Fig. 1: sequential cells colored by netlist name
Scale: 6 px per um. Other sequential cells in the stronger gray, the rest of the logic in the fainter gray.
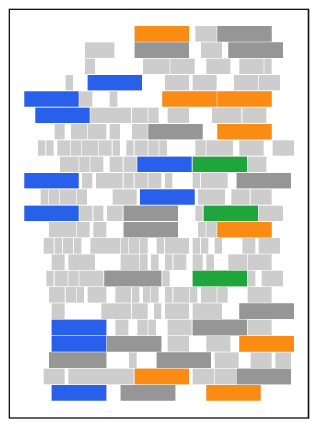
Fig. 2: placement density heat map
Scale: 6 px per um. 5 x 7 tiles, from white (low) to dark blue (high), 0 to 100% covered.
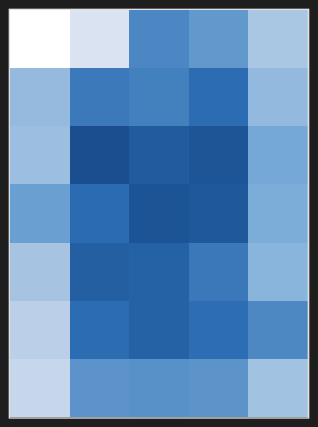
Fig. 3: clock wiring as the flow saved it
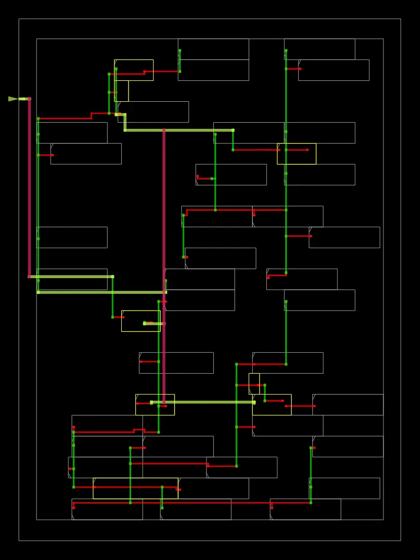
Fig. 4: routed metal, one color a layer
Scale: 6 px per um.
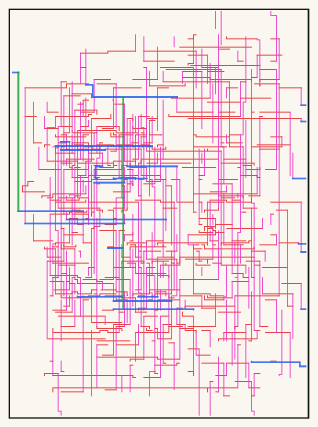
Fig. 5: PDN straps and rails
Scale: 6 px per um. Pins as bars on the die edge. Tap cells in gray.
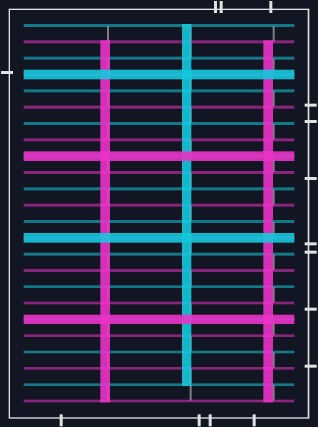
--- config.mk ---
export PLATFORM = sky130hd
export DESIGN_NAME = uart_rx
export DESIGN_NICKNAME = d
export VERILOG_FILES = /design/src/rtl/uart_rx.sv
export SDC_FILE = /design/constraint.sdc
export NUM_CORES = 1
export LEC_CHECK = 0
export ABC_AREA = 0
export CORE_ASPECT_RATIO = 1.4
export CORE_MARGIN = 2
export CORE_UTILIZATION = 61
export CTS_CLUSTER_DIAMETER = 40
export DETAILED_ROUTE_END_ITERATION = 6
export GPL_ROUTABILITY_DRIVEN = 0
export PLACE_DENSITY = 0.83
export SETUP_SLACK_MARGIN = 0.1
export SLEW_MARGIN = 0
export SYNTH_ARGS = -nofsm -noshare
export SYNTH_HDL_FRONTEND = slang
export SYNTH_SLANG_ARGS = --single-unit
--- constraint.sdc ---
create_clock -name clk -period 5.1 [get_ports clk]
set_clock_uncertainty 0.2 [all_clocks]
set_input_delay 1.02 -clock clk [delete_from_list [all_inputs] [get_ports clk]]
set_output_delay 1.02 -clock clk [all_outputs]
set_load 0.01 [all_outputs]
--- src/rtl/uart_rx.sv ---
// -----------------------------------------------------------------------------
// uart_rx -- oversampling UART receiver front end.
//
// Recovers 8N1 frames from the asynchronous rx_serial pin. Each good byte is
// presented as a one-cycle rx_dv strobe with uart_byte. Errored frames pulse
// frame_err or parity_err instead and never strobe rx_dv.
//
// Optional feature: define UART_RX_PARITY_EN to expect an even-parity bit
// between D7 and the stop bit (8E1 frames). When it is undefined, parity_err
// is a constant 0 and the PARITY state is absent.
//
// Parameters
//   CLKS_PER_BIT  clock cycles per bit period (>= 8)
// Ports
//   clk         in   system clock, rising edge
//   rst_n       in   asynchronous active-low reset
//   rx_serial   in   asynchronous UART line, idles high
//   rx_dv       out  one-cycle strobe: uart_byte holds a new good byte
//   uart_byte   out  last good byte (LSB received first), held until the next
//   frame_err   out  one-cycle pulse: stop bit sampled low
//   parity_err  out  one-cycle pulse: parity mismatch
//   busy        out  high whenever the receiver is not idle
// -----------------------------------------------------------------------------
module uart_rx #(
   parameter int CLKS_PER_BIT = 868
) (
   input  logic       clk,
   input  logic       rst_n,
   input  logic       rx_serial,
   output logic       rx_dv,
   output logic [7:0] uart_byte,
   output logic       frame_err,
   output logic       parity_err,
   output logic       busy
);

   localparam int              CW      = $clog2(CLKS_PER_BIT);
   localparam logic [CW-1:0]   HALF_M1 = CW'(CLKS_PER_BIT/2 - 1);
   localparam logic [CW-1:0]   FULL_M1 = CW'(CLKS_PER_BIT - 1);

   typedef enum logic [2:0] {
      S_IDLE,
      S_START,
      S_DATA,
`ifdef UART_RX_PARITY_EN
      S_PARITY,
`endif
      S_STOP,
      S_BREAK
   } state_e;

   // Synchronizer and FSM state
   logic          r_sync1, r_rx_s;
   state_e        r_state,   w_state_nxt;
   logic [CW-1:0] r_clk_cnt, w_clk_cnt_nxt;
   logic [2:0]    r_bit_idx, w_bit_idx_nxt;
   logic [7:0]    r_shreg,   w_shreg_nxt;
   logic [7:0]    r_byte,    w_byte_nxt;
   logic          r_dv,      w_dv_nxt;
   logic          r_ferr,    w_ferr_nxt;
`ifdef UART_RX_PARITY_EN
   logic          r_perr,    w_perr_nxt;
   logic          r_par_bad, w_par_bad_nxt;
`endif

   // Two-flop synchronizer. Both flops reset to the idle (high) level so a
   // reset release never looks like a start bit.
   // NOTE: sequential state uses non-blocking assignments so every flop
   // samples the pre-edge value of its neighbours.
   always_ff @(posedge clk or negedge rst_n) begin
      if (!rst_n) begin
         r_sync1 <= 1'b1;
         r_rx_s  <= 1'b1;
      end else begin
         r_sync1 <= rx_serial;
         r_rx_s  <= r_sync1;
      end
   end

   // State and datapath registers
   always_ff @(posedge clk or negedge rst_n) begin
      if (!rst_n) begin
         r_state   <= S_IDLE;
         r_clk_cnt <= '0;
         r_bit_idx <= '0;
         r_shreg   <= '0;
         r_byte    <= '0;
         r_dv      <= 1'b0;
         r_ferr    <= 1'b0;
`ifdef UART_RX_PARITY_EN
         r_perr    <= 1'b0;
         r_par_bad <= 1'b0;
`endif
      end else begin
         r_state   <= w_state_nxt;
         r_clk_cnt <= w_clk_cnt_nxt;
         r_bit_idx <= w_bit_idx_nxt;
         r_shreg   <= w_shreg_nxt;
         r_byte    <= w_byte_nxt;
         r_dv      <= w_dv_nxt;
         r_ferr    <= w_ferr_nxt;
`ifdef UART_RX_PARITY_EN
         r_perr    <= w_perr_nxt;
         r_par_bad <= w_par_bad_nxt;
`endif
      end
   end

   // Next-state and next-datapath logic
   always_comb begin
      // NOTE: every output of this block gets a default first, so no path
      // leaves a signal unassigned and no latch is inferred.
      w_state_nxt   = r_state;
      w_clk_cnt_nxt = r_clk_cnt;
      w_bit_idx_nxt = r_bit_idx;
      w_shreg_nxt   = r_shreg;
      w_byte_nxt    = r_byte;
      w_dv_nxt      = 1'b0;
      w_ferr_nxt    = 1'b0;
`ifdef UART_RX_PARITY_EN
      w_perr_nxt    = 1'b0;
      w_par_bad_nxt = r_par_bad;
`endif

      case (r_state)
         S_IDLE: begin
            w_clk_cnt_nxt = '0;
            w_bit_idx_nxt = '0;
            if (!r_rx_s) w_state_nxt = S_START;
         end

         // Re-check the line at mid start bit; a high level is a glitch.
         S_START: begin
            if (r_clk_cnt == HALF_M1) begin
               w_clk_cnt_nxt = '0;
               w_state_nxt   = r_rx_s ? S_IDLE : S_DATA;
            end else begin
               w_clk_cnt_nxt = r_clk_cnt + 1'b1;
            end
         end

         S_DATA: begin
            if (r_clk_cnt == FULL_M1) begin
               w_clk_cnt_nxt          = '0;
               w_shreg_nxt[r_bit_idx] = r_rx_s;
               if (r_bit_idx == 3'd7) begin
                  w_bit_idx_nxt = '0;
`ifdef UART_RX_PARITY_EN
                  w_state_nxt   = S_PARITY;
`else
                  w_state_nxt   = S_STOP;
`endif
               end else begin
                  w_bit_idx_nxt = r_bit_idx + 1'b1;
               end
            end else begin
               w_clk_cnt_nxt = r_clk_cnt + 1'b1;
            end
         end

`ifdef UART_RX_PARITY_EN
         // Even parity: data bits plus parity bit must hold an even count of 1s.
         S_PARITY: begin
            if (r_clk_cnt == FULL_M1) begin
               w_clk_cnt_nxt = '0;
               w_par_bad_nxt = ^{r_shreg, r_rx_s};
               w_state_nxt   = S_STOP;
            end else begin
               w_clk_cnt_nxt = r_clk_cnt + 1'b1;
            end
         end
`endif

         // Leaving at mid stop bit lets the next start edge be caught with
         // no idle gap between frames.
         S_STOP: begin
            if (r_clk_cnt == FULL_M1) begin
               w_clk_cnt_nxt = '0;
               if (!r_rx_s) begin
                  w_ferr_nxt  = 1'b1;
                  w_state_nxt = S_BREAK;
`ifdef UART_RX_PARITY_EN
               end else if (r_par_bad) begin
                  w_perr_nxt  = 1'b1;
                  w_state_nxt = S_IDLE;
`endif
               end else begin
                  w_byte_nxt  = r_shreg;
                  w_dv_nxt    = 1'b1;
                  w_state_nxt = S_IDLE;
               end
            end else begin
               w_clk_cnt_nxt = r_clk_cnt + 1'b1;
            end
         end

         // Hold off until a held-low break releases, so it cannot re-trigger.
         S_BREAK: begin
            if (r_rx_s) w_state_nxt = S_IDLE;
         end

         default: w_state_nxt = S_IDLE;
      endcase
   end

   assign rx_dv      = r_dv;
   assign uart_byte  = r_byte;
   assign frame_err  = r_ferr;
`ifdef UART_RX_PARITY_EN
   assign parity_err = r_perr;
`else
   assign parity_err = 1'b0;
`endif
   assign busy       = (r_state != S_IDLE);

endmodule

==> deck_impl_summary.md <==
Flow Results at a Glance

Setup path
  • Number of buffers and inverters on the critical path: 1
  • Top delay family on crit path: flip-flops
  • CP Launch Type: register

Synth
  • Area figure in the yosys stat output: 1780 um2
  • Floorplan Nets: 174
  • Cell area leaders: dfrtp_1, mux2_2, nand2_1
  • Synthesized registers: 36
  • Post-synthesis cell type with the largest combined area: dfrtp_1
  • Number of cells in Yosys stat: 167

Placed design
  • Count of buffers from port buffering: 13

Clock network
  • TritonCTS clock tree: done
  • Hold_buf cts: 0
  • Root buf cell: clkbuf_8

STA
  • Final critical-path share of the clock period: 63.4%

Pwr
  • Worst voltage drop across the vdd grid: 294 uV
  • Pint: 434 uW

Detailed routing
  • Via count: 1311

Final layout
  • Most frequent logic cell in the layout: dfrtp_1
  • Fillers: 222
  • Number of signal-net buffers in the layout: 14

Worst hold path
  • Worst hold path class: register to register

Outcome
  • Result of the run: complete, no violations
About Fig. 1:
Key: r_bit_idx = green [placed flops 3]; uart_byte = orange [placed flops 8]; r_clk_cnt = blue [placed flops 10]
Another 15 sequential cells are not colored.
sequential cell area: 903 um2
power in sequential cells: 288 uW
final core area utilization: 71.3%
fraction of area in registers: 44.9%

About Fig. 2:
The emptiest ninth of the die: top left. The mean over all tiles is 58%. The densest ninth of the die: middle.
Pre-Place Util: 63.0%
core area: 2820 um2

About Fig. 3:
power attributed to the clock group: 246 uW
flip-flops: 36

About Fig. 4:
Key: M2 = magenta [wire length 1860 um]; M3 = blue [wire length 161 um]; M1 = red [wire length 1290 um]; M4 = green [wire length 58.5 um]

About Fig. 5:
Key: VSS = magenta; VDD = cyan
15 signal pins sit on the boundary. 4 straps on met5.

Power figures rest on the tool's default switching activity, not on a simulated workload.
